Wire density map:
The die is cut into 24 by 24 equal tiles; white is low, dark blue is high, scaled to the fullest tile. Values are wire area over tile area, all layers added.
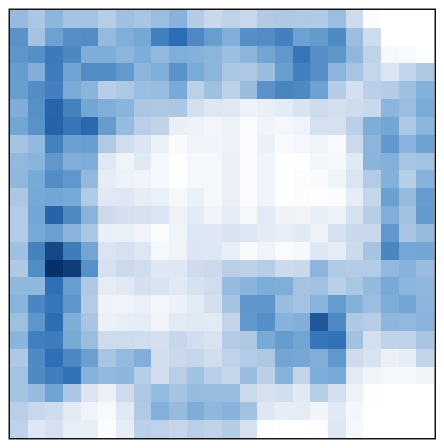
Gate families picked out:
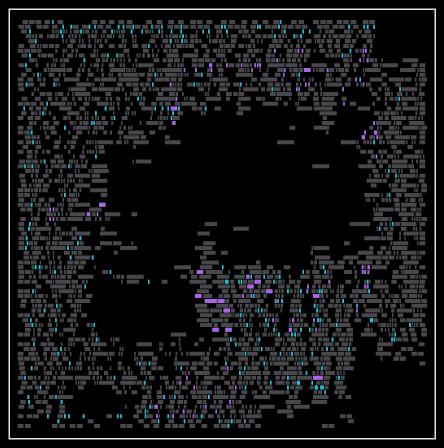
Pin placement:
The bar under the picture is 50 µm long. Pins as bars across the die edge, other pins in grey.
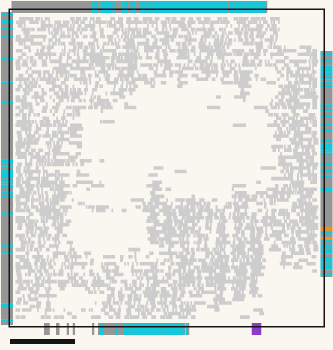
Nets reached from selected ports:
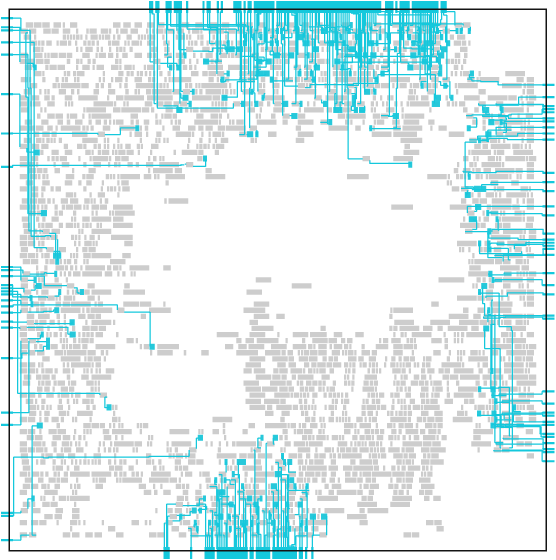
Clock routing:
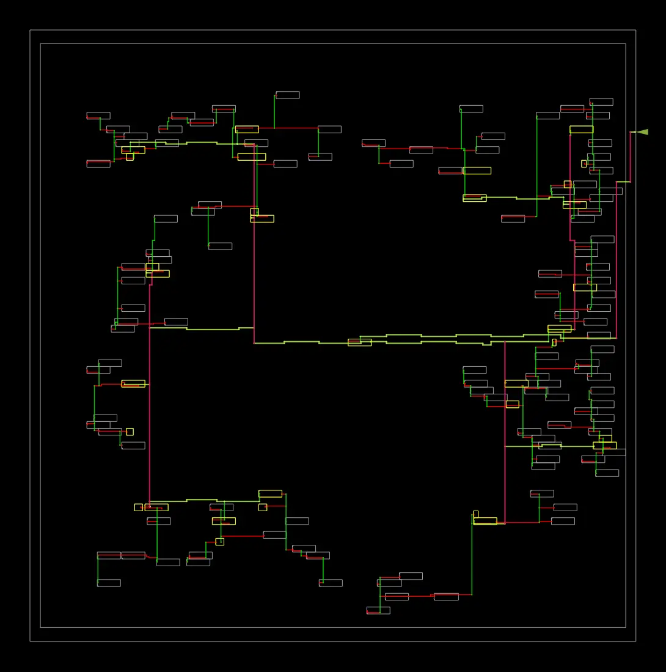
[config.mk]
export PLATFORM = sky130hd
export DESIGN_NAME = shmem_arbiter_flat
export DESIGN_NICKNAME = d
export VERILOG_FILES = /design/src/rtl/shmem_arbiter_if.sv /design/src/rtl/shmem_arbiter.sv /design/src/flat_wrapper.sv
export SDC_FILE = /design/constraint.sdc
export NUM_CORES = 1
export LEC_CHECK = 0
export ABC_AREA = 1
export CORE_AREA = 4 4 236 238
export CTS_CLUSTER_SIZE = 30
export DETAILED_ROUTE_END_ITERATION = 8
export DIE_AREA = 0 0 240 242
export PLACE_DENSITY = 0.62
export SLEW_MARGIN = 5
export SYNTH_ARGS = -nofsm -noshare
export SYNTH_HDL_FRONTEND = slang
export SYNTH_SLANG_ARGS = --single-unit
[constraint.sdc]
create_clock -name clk -period 4.4 [get_ports clk]
set_clock_uncertainty 0.2 [all_clocks]
set_input_delay 0.44 -clock clk [delete_from_list [all_inputs] [get_ports clk]]
set_output_delay 0.44 -clock clk [all_outputs]
set_load 0.05 [all_outputs]
[src/rtl/shmem_arbiter_if.sv]
// shmem_arbiter_if: core shared-bus ports plus shmem macro port around the arbiter
interface shmem_arbiter_if #(
  parameter int N_REQ  = 7,
  parameter int ADDR_W = 32,
  parameter int DATA_W = 32
);
  localparam int IW = $clog2(N_REQ);
  logic [N_REQ-1:0] sreq, swen, sack;
  logic [N_REQ*ADDR_W-1:0] saddr;
  logic [N_REQ*DATA_W-1:0] sdataw;
  logic [DATA_W-1:0] sdatar, mdataw, mdatar;
  logic [ADDR_W-1:0] maddr;
  logic men, mwen, busy;
  logic [IW-1:0] gnt_id;
  modport slave (
    input  sreq, swen, saddr, sdataw, mdatar,
    output sack, sdatar, men, mwen, maddr, mdataw, busy, gnt_id
  );
  modport master (
    output sreq, swen, saddr, sdataw, mdatar,
    input  sack, sdatar, men, mwen, maddr, mdataw, busy, gnt_id
  );
endinterface

[src/rtl/shmem_arbiter.sv]
// shmem_arbiter: round-robin sharing of one shmem port between N_REQ cores
module shmem_arbiter #(
  parameter int N_REQ  = 7,
  parameter int ADDR_W = 32,
  parameter int DATA_W = 32,
  parameter int RD_LAT = 1
) (
  input logic clk,
  input logic rstn,
  shmem_arbiter_if.slave bus
);
  localparam int IW = $clog2(N_REQ);
  localparam int CW = $clog2(RD_LAT) + 1;
  typedef enum logic [1:0] {IDLE, ISSUE, WAIT, ACK} state_t;
  state_t state;
  logic [IW-1:0] ptr, pick;
  logic [CW-1:0] cnt;
  logic found;
  always_comb begin
    found = 1'b0;
    pick = '0;
    for (int k = 0; k < N_REQ; k++)
      if (!found && bus.sreq[(int'(ptr) + k) % N_REQ]) begin
        found = 1'b1;
        pick = IW'((int'(ptr) + k) % N_REQ);
      end
  end
  always_ff @(posedge clk or negedge rstn)
    if (!rstn) begin
      state <= IDLE;
      bus.sack <= '0;
      bus.men <= 1'b0;
      bus.mwen <= 1'b0;
      bus.maddr <= '0;
      bus.mdataw <= '0;
      bus.sdatar <= '0;
      bus.busy <= 1'b0;
      bus.gnt_id <= '0;
      ptr <= '0;
      cnt <= '0;
    end else begin
      bus.sack <= '0;
      case (state)
        IDLE: if (found) begin
          state <= ISSUE;
          bus.busy <= 1'b1;
          bus.gnt_id <= pick;
          ptr <= (pick == IW'(N_REQ - 1)) ? '0 : pick + 1'b1;
          bus.men <= 1'b1;
          bus.mwen <= bus.swen[pick];
          bus.maddr <= bus.saddr[pick*ADDR_W +: ADDR_W];
          bus.mdataw <= bus.sdataw[pick*DATA_W +: DATA_W];
        end
        ISSUE: begin
          bus.men <= 1'b0;
          bus.mwen <= 1'b0;
          bus.mdataw <= '0;
          cnt <= CW'(RD_LAT - 1);
          state <= bus.mwen ? ACK : WAIT;
          if (bus.mwen) bus.sack <= N_REQ'(1) << bus.gnt_id;
        end
        WAIT: if (cnt == '0) begin
          bus.sdatar <= bus.mdatar;
          bus.sack <= N_REQ'(1) << bus.gnt_id;
          state <= ACK;
        end else cnt <= cnt - 1'b1;
        ACK: begin
          state <= IDLE;
          bus.busy <= 1'b0;
        end
      endcase
    end
endmodule

[src/flat_wrapper.sv]
// flat-port wrapper written by rule: the top's interface ports become plain ports
module shmem_arbiter_flat 
#(
  parameter int N_REQ  = 7,
  parameter int ADDR_W = 32,
  parameter int DATA_W = 32,
  parameter int RD_LAT = 1
)
  (clk, rstn, bus_sreq, bus_swen, bus_saddr, bus_sdataw, bus_mdatar, bus_sack, bus_sdatar, bus_men, bus_mwen, bus_maddr, bus_mdataw, bus_busy, bus_gnt_id);
  shmem_arbiter_if #(.N_REQ(N_REQ), .ADDR_W(ADDR_W), .DATA_W(DATA_W)) bus_i ();
  input logic clk;
  input logic rstn;
  input wire logic [$bits(bus_i.sreq)-1:0] bus_sreq;
  input wire logic [$bits(bus_i.swen)-1:0] bus_swen;
  input wire logic [$bits(bus_i.saddr)-1:0] bus_saddr;
  input wire logic [$bits(bus_i.sdataw)-1:0] bus_sdataw;
  input wire logic [$bits(bus_i.mdatar)-1:0] bus_mdatar;
  output wire logic [$bits(bus_i.sack)-1:0] bus_sack;
  output wire logic [$bits(bus_i.sdatar)-1:0] bus_sdatar;
  output wire logic [$bits(bus_i.men)-1:0] bus_men;
  output wire logic [$bits(bus_i.mwen)-1:0] bus_mwen;
  output wire logic [$bits(bus_i.maddr)-1:0] bus_maddr;
  output wire logic [$bits(bus_i.mdataw)-1:0] bus_mdataw;
  output wire logic [$bits(bus_i.busy)-1:0] bus_busy;
  output wire logic [$bits(bus_i.gnt_id)-1:0] bus_gnt_id;
  assign bus_i.sreq = bus_sreq;
  assign bus_i.swen = bus_swen;
  assign bus_i.saddr = bus_saddr;
  assign bus_i.sdataw = bus_sdataw;
  assign bus_i.mdatar = bus_mdatar;
  assign bus_sack = bus_i.sack;
  assign bus_sdatar = bus_i.sdatar;
  assign bus_men = bus_i.men;
  assign bus_mwen = bus_i.mwen;
  assign bus_maddr = bus_i.maddr;
  assign bus_mdataw = bus_i.mdataw;
  assign bus_busy = bus_i.busy;
  assign bus_gnt_id = bus_i.gnt_id;
  shmem_arbiter #(.N_REQ(N_REQ), .ADDR_W(ADDR_W), .DATA_W(DATA_W), .RD_LAT(RD_LAT)) u_core (.clk(clk), .rstn(rstn), .bus(bus_i));
endmodule
==> ds_physical_params.txt <==
Physical design parameters

Parameter                              Value

Global routing
  Overflow left after global routing .................. 0
  First-pass GRT wire length .................. roughly 99000 µm
  All-Layer GR Usage .................. a little under a quarter
  GR Util met2 .................. 40.1%
  Antenna violations before repair .................. 11
  Maximum number of pins on one net before global-route repair .................. 70

Cells and area
  Fraction of layout instances using a drive strength above 1 .................. roughly a fifth
  Number of filler cells placed in the layout .................. 5567
  Commonest cells after routing, fill and taps aside .................. sky130_fd_sc_hd__nand2_1, sky130_fd_sc_hd__clkdlybuf4s50_1, sky130_fd_sc_hd__nand3_1
  Multi-input combinational cell count .................. 1504
  Post-synthesis to final-layout area growth .................. 98.0%
  Area of all sequential standard cells .................. 2860 µm²
  Signal buf overhead .................. between 40% and 50%
  Regs by FF count .................. u_core.bus.maddr: 32 flops, u_core.bus.mdataw: 32 flops, u_core.bus.sdatar: 32 flops
  Number of nets in the finished design .................. 3283
  Inverter count .................. 231
  Fraction of area in clock buffers and inverters .................. under 10%
  Number of non-clock buffers in the layout .................. 889
  Logic area .................. 8290 µm²

Flow run
  Max Cap Viol .................. 0
  Number of warning messages in the logs .................. approximately 41

Status
  Violated checks .................. setup timing
  Run status .................. finished with violations

Worst setup path
  CP Launch Type .................. flip-flop
  Flop2flop setup slack .................. -0.26 ns
  CP delay by family, top .................. simple AND/OR/NAND/NOR gates
  Kind of end point of the critical path .................. flip-flop
  Capture point of the worst reg-to-reg path .................. u_core.bus.mdataw[14]
  Reg-to-reg startpoint .................. u_core.ptr[1]
  Endpoint of the worst setup timing path .................. u_core.bus.mdataw[14]
  Critical Path Start .................. u_core.ptr[1]
  CP max FO .................. 8
  Crit path buffers/inverters .................. 10
  Cell at the slowest stage of the critical path .................. sky130_fd_sc_hd__dfrtp_1
  CP peak stage delay .................. 0.37 ns

Place
  Number of placed instances, taps included .................. 3350
  Routability congestion estimate .................. 0.958
  Instance area after placement .................. 19800 µm²
  Final HPWL from detailed placement .................. 50600 µm

Drt
  Average via count per standard cell .................. 4.66
  Wire length on met3 .................. 5230 µm
  Highest routing layer actually used .................. met5
  Wire length on met1 .................. 27100 µm
  Iteration tally of the first detailed-router pass .................. 5
  DRT iter0 DRCs .................. 1112
  # DRC .................. 0
  Metal2 WL .................. about 35000 µm

Synthesis
  Share of cell area taken by muxes after synthesis .................. 0%
  Post-Synthesis Mean Instance Area .................. 5.87 µm²
  Number of enable flip-flop cells .................. 0
  Synthesized cell area .................. 11600 µm²
  Distinct cell type count of the synthesized netlist .................. 43
  Post-synth area hogs .................. sky130_fd_sc_hd__nand2_1, sky130_fd_sc_hd__dfrtp_1, sky130_fd_sc_hd__nand3_1
  Dominant kind of combinational cell .................. simple AND/OR/NAND/NOR gates
  Post-synthesis cell count .................. about 2000
  Yosys xor share .................. 0.671%
  Library cell occupying the most area in the post-synthesis netlist .................. sky130_fd_sc_hd__nand2_1
  Commonest cells in the netlist .................. sky130_fd_sc_hd__nand2_1, sky130_fd_sc_hd__nand3_1, sky130_fd_sc_hd__inv_1
  Area fraction in compound gates .................. 5.50%
  Syn nets .................. between 2000 and 2500
  Synth async-reset ratio .................. 100%
  Top cell area share .................. between 20% and 30%
  Register share after synthesis .................. 24.7%
  Number of cells in Yosys stat .................. 1970
  Simple-gate portion of the synthesized area .................. 52.8%
  YS warnings .................. 0

CTS
  Clock Tree Buf Depth .................. 2
  Post-CTS setup-driven buffer insertion count .................. 39
  Clock-pin transition on the worst setup and hold timing paths .................. around 0.060 ns
  Clock sink count .................. roughly 110
  Number of buffers inserted by hold repair at cts .................. 1
  H-tree level count .................. 4

Final timing
  Final tally of hold violations .................. 0
  Final Slew Violations .................. 0
  Worst-case setup margin in the final layout .................. -0.261 ns
  Hold Slack .................. 0.270 ns
  RSZ-0062 raised after global routing .................. true
  Highest clock rate .................. about 210 MHz
  Number of endpoints failing setup at the final stage .................. 68
  Shortest period the worst path allows .................. 4.66 ns
  Measured slew at the worst slew-check pin .................. roughly 1.0 ns
  Final setup TNS .................. -12.61 ns

Min path
  Min-delay src .................. u_core.bus.sdatar[23]
  Class of the tightest hold or removal check .................. reg2reg
  Depth of the worst hold-timing path .................. 2

Floorplan
  FP Util .................. 21.6%
  Core ar. .................. 53600 µm²
  Count of standard-cell rows .................. 85
  Tapcells inserted .................. 696
Notes on 'wire density map' above:
fullest tile	0.62
tiles over half the peak	21%
densest ninth of the die	upper left
mean over tiles	0.20
nearly empty tiles	5.6%
emptiest ninth of the die	centre
routed vias: 16200
drt wl/cell: 20.1 µm

Notes on 'gate families picked out' above:
colour	family	cells	most used
cyan	inverters	231	inv_1
purple	NOR gates	93	nor2_1
proportion of cell area occupied by multi-input gates: 36.2%
number of cells in the finished layout apart from fillers: 3472
most common library cell in the layout ignoring fill and taps: sky130_fd_sc_hd__nand2_1

Notes on 'pin placement' above:
colour	port	pins	direction	edge
purple	bus_sreq	7	input	bottom
cyan	bus_saddr	224	input	111 top, 49 bottom, 38 right, 26 left
orange	bus_gnt_id	3	output	right
Die Height: 242 µm
die width: 240 µm
count of buffers from port buffering: 604

Notes on 'nets reached from selected ports' above:
colour	port	bits	direction	edge	end cells	buffers	wire
cyan	bus_saddr	224	input	111 top, 49 bottom, 38 right, 26 left	224	224	7890 µm
number of primary I/O pins: 605

Notes on 'clock routing' above:
clk latency late pin: 0.48 ns
clock buffer count: 21
number of buffers inserted during clock tree synthesis: 17
number of sequential storage elements: 114

